--- src/rtl/alu_writeback.sv ---
// alu_writeback: execute-to-writeback stage behind the ALU.
// Evaluates the ARM condition field against the committed CPSR flags, owns the
// NZCV register, registers the register-file write behind a valid/ready
// handshake and pulses a fetch redirect whenever R15 is written.
//
// Ports:
//   i_clk, i_rst_n              clock, synchronous active-low reset
//   i_valid / o_ready           upstream handshake (o_ready is combinational)
//   i_cond, i_opcode, i_set_flags, i_rd, i_alu_result, i_alu_nzcv
//                               instruction fields and ALU outputs
//   i_flush                     squash of the writeback slot and input
//   o_cpsr_nzcv                 committed flags, fed back to the ALU
//   o_valid / i_ready           downstream handshake of the writeback slot
//   o_exec, o_wb_en, o_wb_addr, o_wb_data
//                               held instruction and register-file write
//   o_redirect, o_redirect_pc   one-cycle PC-write redirect and its target
module alu_writeback #(
   parameter logic [3:0] PC_REG     = 4'd15,
   parameter logic [3:0] RESET_NZCV = 4'b0000
) (
   input  logic        i_clk,
   input  logic        i_rst_n,
   input  logic        i_valid,
   output logic        o_ready,
   input  logic [3:0]  i_cond,
   input  logic [3:0]  i_opcode,
   input  logic        i_set_flags,
   input  logic [3:0]  i_rd,
   input  logic [31:0] i_alu_result,
   input  logic [3:0]  i_alu_nzcv,
   input  logic        i_flush,
   output logic [3:0]  o_cpsr_nzcv,
   output logic        o_valid,
   input  logic        i_ready,
   output logic        o_exec,
   output logic        o_wb_en,
   output logic [3:0]  o_wb_addr,
   output logic [31:0] o_wb_data,
   output logic        o_redirect,
   output logic [31:0] o_redirect_pc
);

   localparam int unsigned DATA_W = 32;
   localparam int unsigned REG_W  = 4;
   localparam int unsigned FLAG_W = 4;

   logic              valid_q, valid_d;
   logic              exec_q, exec_d;
   logic              wb_en_q, wb_en_d;
   logic [REG_W-1:0]  wb_addr_q, wb_addr_d;
   logic [DATA_W-1:0] wb_data_q, wb_data_d;
   logic              redirect_q, redirect_d;
   logic [DATA_W-1:0] redirect_pc_q, redirect_pc_d;
   logic [FLAG_W-1:0] nzcv_q, nzcv_d;

   logic flag_n, flag_z, flag_c, flag_v;
   logic cond_ok_c;
   logic pass_c;
   logic is_test_c;
   logic accept_c;
   logic stall_c;

   assign flag_n = nzcv_q[3];
   assign flag_z = nzcv_q[2];
   assign flag_c = nzcv_q[1];
   assign flag_v = nzcv_q[0];

   // Handshake: slot frees when empty or drained; flush blocks new input.
   assign stall_c  = valid_q & ~i_ready;
   assign o_ready  = (~valid_q | i_ready) & ~i_flush;
   assign accept_c = i_valid & o_ready;

   // TST/TEQ/CMP/CMN: flag-only opcodes, never write a register.
   assign is_test_c = (i_opcode >= 4'h8) && (i_opcode <= 4'hB);

   // Condition evaluation against the committed flags.
   always_comb begin
      cond_ok_c = 1'b0;
      case (i_cond)
         4'h0: cond_ok_c = flag_z;
         4'h1: cond_ok_c = ~flag_z;
         4'h2: cond_ok_c = flag_c;
         4'h3: cond_ok_c = ~flag_c;
         4'h4: cond_ok_c = flag_n;
         4'h5: cond_ok_c = ~flag_n;
         4'h6: cond_ok_c = flag_v;
         4'h7: cond_ok_c = ~flag_v;
         4'h8: cond_ok_c = flag_c & ~flag_z;
         4'h9: cond_ok_c = ~flag_c | flag_z;
         4'hA: cond_ok_c = (flag_n == flag_v);
         4'hB: cond_ok_c = (flag_n != flag_v);
         4'hC: cond_ok_c = ~flag_z & (flag_n == flag_v);
         4'hD: cond_ok_c = flag_z | (flag_n != flag_v);
         4'hE: cond_ok_c = 1'b1;
         default: cond_ok_c = 1'b0;
      endcase
   end

   // The instruction right behind a PC write is in the branch shadow.
   assign pass_c = cond_ok_c & ~redirect_q;

   // Next-state for the writeback slot, redirect and flags.
   always_comb begin
      valid_d       = valid_q;
      exec_d        = exec_q;
      wb_en_d       = wb_en_q;
      wb_addr_d     = wb_addr_q;
      wb_data_d     = wb_data_q;
      redirect_d    = 1'b0;
      redirect_pc_d = redirect_pc_q;
      nzcv_d        = nzcv_q;

      if (i_flush) begin
         valid_d = 1'b0;
         wb_en_d = 1'b0;
      end else if (accept_c) begin
         valid_d   = 1'b1;
         exec_d    = pass_c;
         wb_addr_d = i_rd;
         wb_data_d = i_alu_result;
         wb_en_d   = pass_c & ~is_test_c;
         if (pass_c && (i_set_flags || is_test_c)) begin
            nzcv_d = i_alu_nzcv;
         end
         if (pass_c && !is_test_c && (i_rd == PC_REG)) begin
            redirect_d    = 1'b1;
            redirect_pc_d = {i_alu_result[DATA_W-1:2], 2'b00};
         end
      end else if (!stall_c) begin
         valid_d = 1'b0;
         wb_en_d = 1'b0;
      end
   end

   // State registers.
   always_ff @(posedge i_clk) begin
      if (!i_rst_n) begin
         valid_q       <= 1'b0;
         exec_q        <= 1'b0;
         wb_en_q       <= 1'b0;
         wb_addr_q     <= REG_W'(0);
         wb_data_q     <= DATA_W'(0);
         redirect_q    <= 1'b0;
         redirect_pc_q <= DATA_W'(0);
         nzcv_q        <= RESET_NZCV;
      end else begin
         valid_q       <= valid_d;
         exec_q        <= exec_d;
         wb_en_q       <= wb_en_d;
         wb_addr_q     <= wb_addr_d;
         wb_data_q     <= wb_data_d;
         redirect_q    <= redirect_d;
         redirect_pc_q <= redirect_pc_d;
         nzcv_q        <= nzcv_d;
      end
   end

   assign o_valid       = valid_q;
   assign o_exec        = exec_q;
   assign o_wb_en       = wb_en_q;
   assign o_wb_addr     = wb_addr_q;
   assign o_wb_data     = wb_data_q;
   assign o_redirect    = redirect_q;
   assign o_redirect_pc = redirect_pc_q;
   assign o_cpsr_nzcv   = nzcv_q;

endmodule

--- config.mk ---
export PLATFORM = sky130hd
export DESIGN_NAME = alu_writeback
export DESIGN_NICKNAME = d
export VERILOG_FILES = /design/src/rtl/alu_writeback.sv
export SDC_FILE = /design/constraint.sdc
export NUM_CORES = 1
export LEC_CHECK = 0
export ABC_AREA = 0
export CORE_MARGIN = 10
export CORE_UTILIZATION = 40
export CTS_BUF_LIST = sky130_fd_sc_hd__clkbuf_8
export CTS_CLUSTER_DIAMETER = 80
export DETAILED_ROUTE_END_ITERATION = 12
export PLACE_DENSITY = 0.78
export REMOVE_ABC_BUFFERS = 1
export SYNTH_ARGS = -nofsm -noshare
export SYNTH_HDL_FRONTEND = slang
export SYNTH_SLANG_ARGS = --single-unit
--- constraint.sdc ---
create_clock -name i_clk -period 1.6 [get_ports i_clk]
set_input_delay 0.24 -clock i_clk [delete_from_list [all_inputs] [get_ports i_clk]]
set_output_delay 0.24 -clock i_clk [all_outputs]
set_load 0.01 [all_outputs]
==> run_1/layer_met1.png <==
(4 px per um)
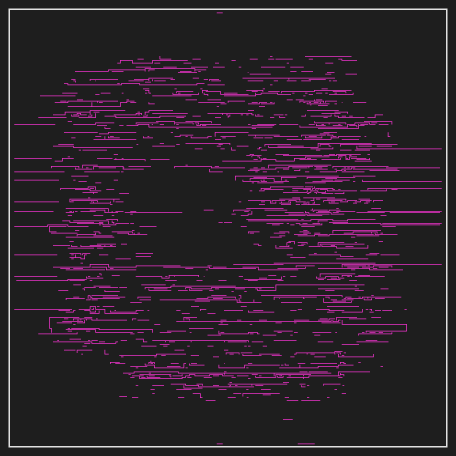
wire length on this layer: 4050 um
main direction: horizontal

==> run_1/sizes.png <==
(3 px per um)
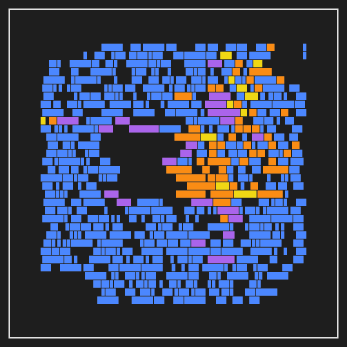
legend:
  _2 cells:
    color: yellow
    cells: 11
    share: 2.1%
  _3 and _4 cells:
    color: orange
    cells: 50
    share: 9.5%
  _6 and larger:
    color: purple
    cells: 21
    share: 4.0%
  _0 and _1 cells:
    color: blue
    cells: 444
    share: 84%
Non-CTS buffers: 170
Finished Cell Area: 5170 um^2
layout overhead on the synthesized area: 63.3%
setup ws final: -0.169 ns

==> run_1/detail.png <==
Window x 15 to 40, y 69 to 94 um. Cells in gray, sequential cells in the stronger gray; small squares are vias.
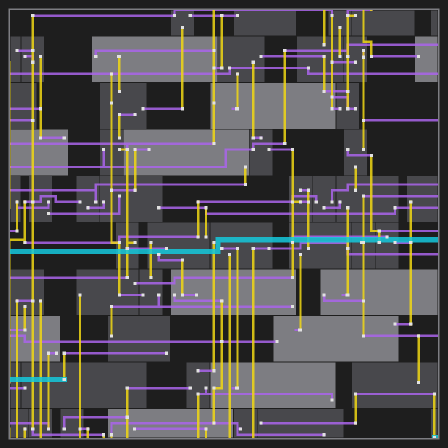
legend:
  metal 2:
    color: yellow
  metal 1:
    color: purple
  metal 3:
    color: cyan
cells with their middle in the window: 45
netlist names of flops here include: o_redirect_pc (6), o_wb_data (2)
sequential cells in the window: 8
most frequent: nand2_1 (19), dfxtp_1 (8), mux2i_1 (5)

[run 1: final cells by class]
class	instances	share of cell area [%]
flip-flops and latches	74	28.9
repair buffers	170	32.8
clock inverters	7	1.09
inverters	1	0.0726
well taps	102	2.47
multi-input cells	265	32.3
clock buffers	9	2.39
[run 1: critical path, stage by stage, from the launching register on]
cell and delay [ns]:
dfxtp_4 0.38, buf_4 0.15, nor4_4 0.36, o21ai_4 0.11, a31oi_4 0.19, buf_6 0.16
buf_12 0.14, mux2i_1 0.20
[run 1: timing repair]
action                     CTS  global route
gates resized               24            22
setup endpoints to repair   42            38
cloned                       1             1
buffers inserted             4             4
pin swaps                    5             8
==> impl_metrics.toml, run 1 <==
# physical design summary
[cts]
ctsHtreeMaxLevel = 3
numCtsBuffers = 9

[critical_path]
criticalPathCategory = "flop to flop"

[final_layout]
final_core_util_pct = 66.9
fillCellCount = 625

[final_timing]
setup_slack_ns = -0.169
setup_violations = 37
skew_ns = 0.00721
fin_tns_setup_ns = -4.76

[run_status]
violations = "setup timing"
status = "finished with violations"

[pwr]
p_seq_mw = 1.92
p_int_mw = 2.92
pwr-share-comb_pct = 15.7

[place]
pre_cts_ws_ns = -0.690
place_area_um2 = 4730

[synth]
aoi_share_pct = 13.0
topCombFamilyByArea = "simple AND/OR/NAND/NOR gates"
synth_flops = 74
edf_count = 0
ys_sh_adder_pct = 0

[worst_hold_path]
whs_path_depth = 3

[detailed_routing]
drc = 0

[grt]
grt_pass1_wl_um = 14900

[die]
die_h_um = 109
==> run_1/placement_by_type.png <==
(3 px per um)
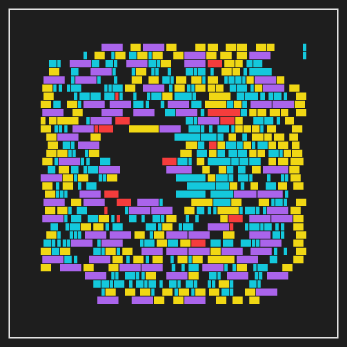

==> inputs of run 2 (changes only) <==
--- a/config.mk
+++ b/config.mk
@@ -6,6 +6,8 @@
 export NUM_CORES = 1
 export LEC_CHECK = 0
 export ABC_AREA = 0
+export CAP_MARGIN = 20
+export CORE_ASPECT_RATIO = 0.6
 export CORE_MARGIN = 10
 export CORE_UTILIZATION = 40
 export CTS_BUF_LIST = sky130_fd_sc_hd__clkbuf_8
==> run_2/placement_by_type.png <==
(3 px per um)
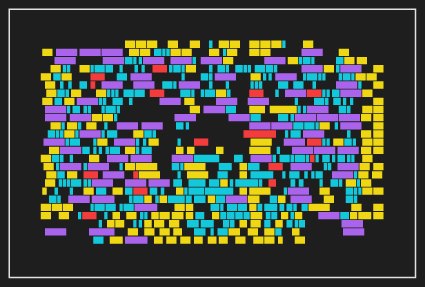
legend:
  flops:
    color: purple
    cells: 74
  combinational and other logic:
    color: cyan
    cells: 266
  clock drivers and dummy loads:
    color: red
    cells: 16
  other buffers and delay cells:
    color: yellow
    cells: 166

==> run_2/congestion.png <==
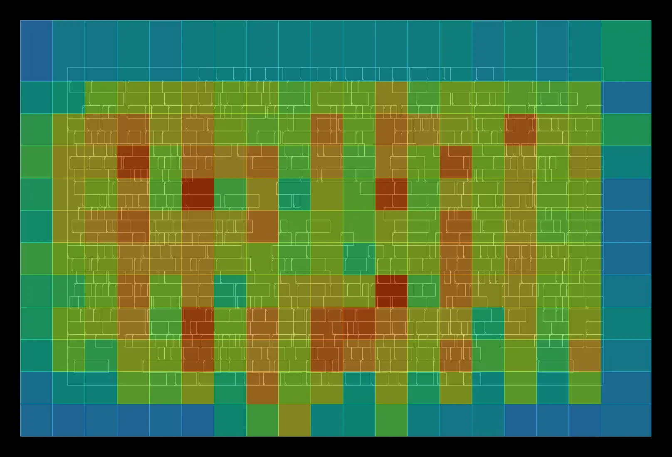
met3 Usage GRT: 9.26%
grt met1 use: 20.0%

==> run_2/layer_met1.png <==
(4 px per um)
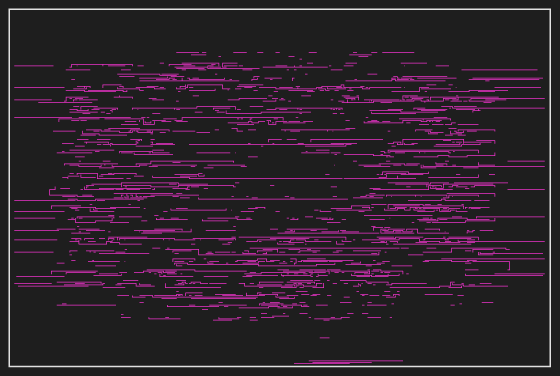
wire length on this layer: 4620 um
main direction: horizontal
longest straight run: 45.1 um
share of all routed wire: 46%
nets with wire on the layer: 516
DR vias: 2974
total wire length: 10000 um

==> run 2 against run 1 <==
  * The run still ends with setup timing left
  * Final area shrank 0.63%
  * Critical path depth did not move
  * Combinational power down 1%
  * Clock power is 9% higher
  * Clock skew fell by 0.0020 ns
  * Via count decreased by 1.5%
  * Final cell count rose by 0.32%
  * Worst setup slack lost 0.010 ns
  * Synthesized cell count unchanged
  * Die size grew 0.98%
  * Total power rose by 2.9%
  * First-iteration DRC count up 47%
  * Largest power group unchanged
==> impl_metrics.toml, run 2 <==
# physical design summary
[cts]
numCtsBuffers = 9
root_buffer = "clkbuf_8"

[final_timing]
setup_violations = 37
skew_ns = 0.00525
setup_slack_ns = -0.180
fin_tns_setup_ns = -4.62

[synth]
topCombFamilyByArea = "simple AND/OR/NAND/NOR gates"
edf_count = 0
synth_flops = 74
aoi_share_pct = 13.0
ys_sh_adder_pct = 0
netlist_instances = 366
yosys-stat-cells = 366

[final_layout]
inverters = 1
logic_gate_count = 265
seq_share_pct = 29.0
clk_share_pct = 3.97
largestClassByArea = "non-clock buffers"
comb_share_pct = 31.5
fillCellCount = 625
fin_area_um2 = 5140
buffers_excl_clock = 166
clkbuf_count = 11
final_core_util_pct = 66.0
final-seq-area_um2 = 1490
bufAreaShareNonClock_pct = 32.9

[critical_path]
crit_path_cell_trace = "nand4bb_1, o221ai_2, o311ai_4, a31oi_4, buf_12, buf_8, mux2i_1"
reg2reg_from = "o_cpsr_nzcv[2]"
cpMaxStageDelayCell = "dfxtp_4"
critical_path.top_delay_family = "AND-OR/OR-AND gates"
cpPeakStageDelay_ns = 0.37
cp_num_buf_inv = 2

[grt]
grt_pass1_wl_um = 15500

[die]
die_h_um = 88.9
tap-cell-count = 108

[place]
place_area_um2 = 4740

[detailed_routing]
topRoutingLayerUsed = "met4"
drc = 0

[pwr]
p_seq_mw = 1.92
p_int_mw = 3.02
swShare_pct = 24.4
pwr-share-comb_pct = 15.1

[worst_hold_path]
whs_path_depth = 3

[run_status]
violations = "setup timing"
status = "finished with violations"
run 2: how the worst max path moves through the flow:
stage                              start                 to  slack, ns  cells past startpoint
final                     o_cpsr_nzcv[2]  o_redirect_pc[21]      -0.18                      7
after global routing      o_cpsr_nzcv[2]   o_redirect_pc[9]      -0.27                      7
after detailed placement       i_cond[2]  o_redirect_pc[14]      -0.74                      8
after floorplan           o_cpsr_nzcv[3]  o_redirect_pc[10]      -0.59                      5
after global placement         i_cond[2]  o_redirect_pc[15]      -0.59                      7
after CTS                 o_cpsr_nzcv[2]  o_redirect_pc[18]      -0.20                      7
run 2: repair_timing:
action                                  CTS  global route
hold buffers                              0             0
gates cloned                              2             1
resized                                  31            14
buffers inserted                          6             2
hold endpoints to repair                  0             0
pin swaps                                 3             4
endpoints found under the setup margin   42            44
Power figures rest on the tool's default switching activity, not on a simulated workload.
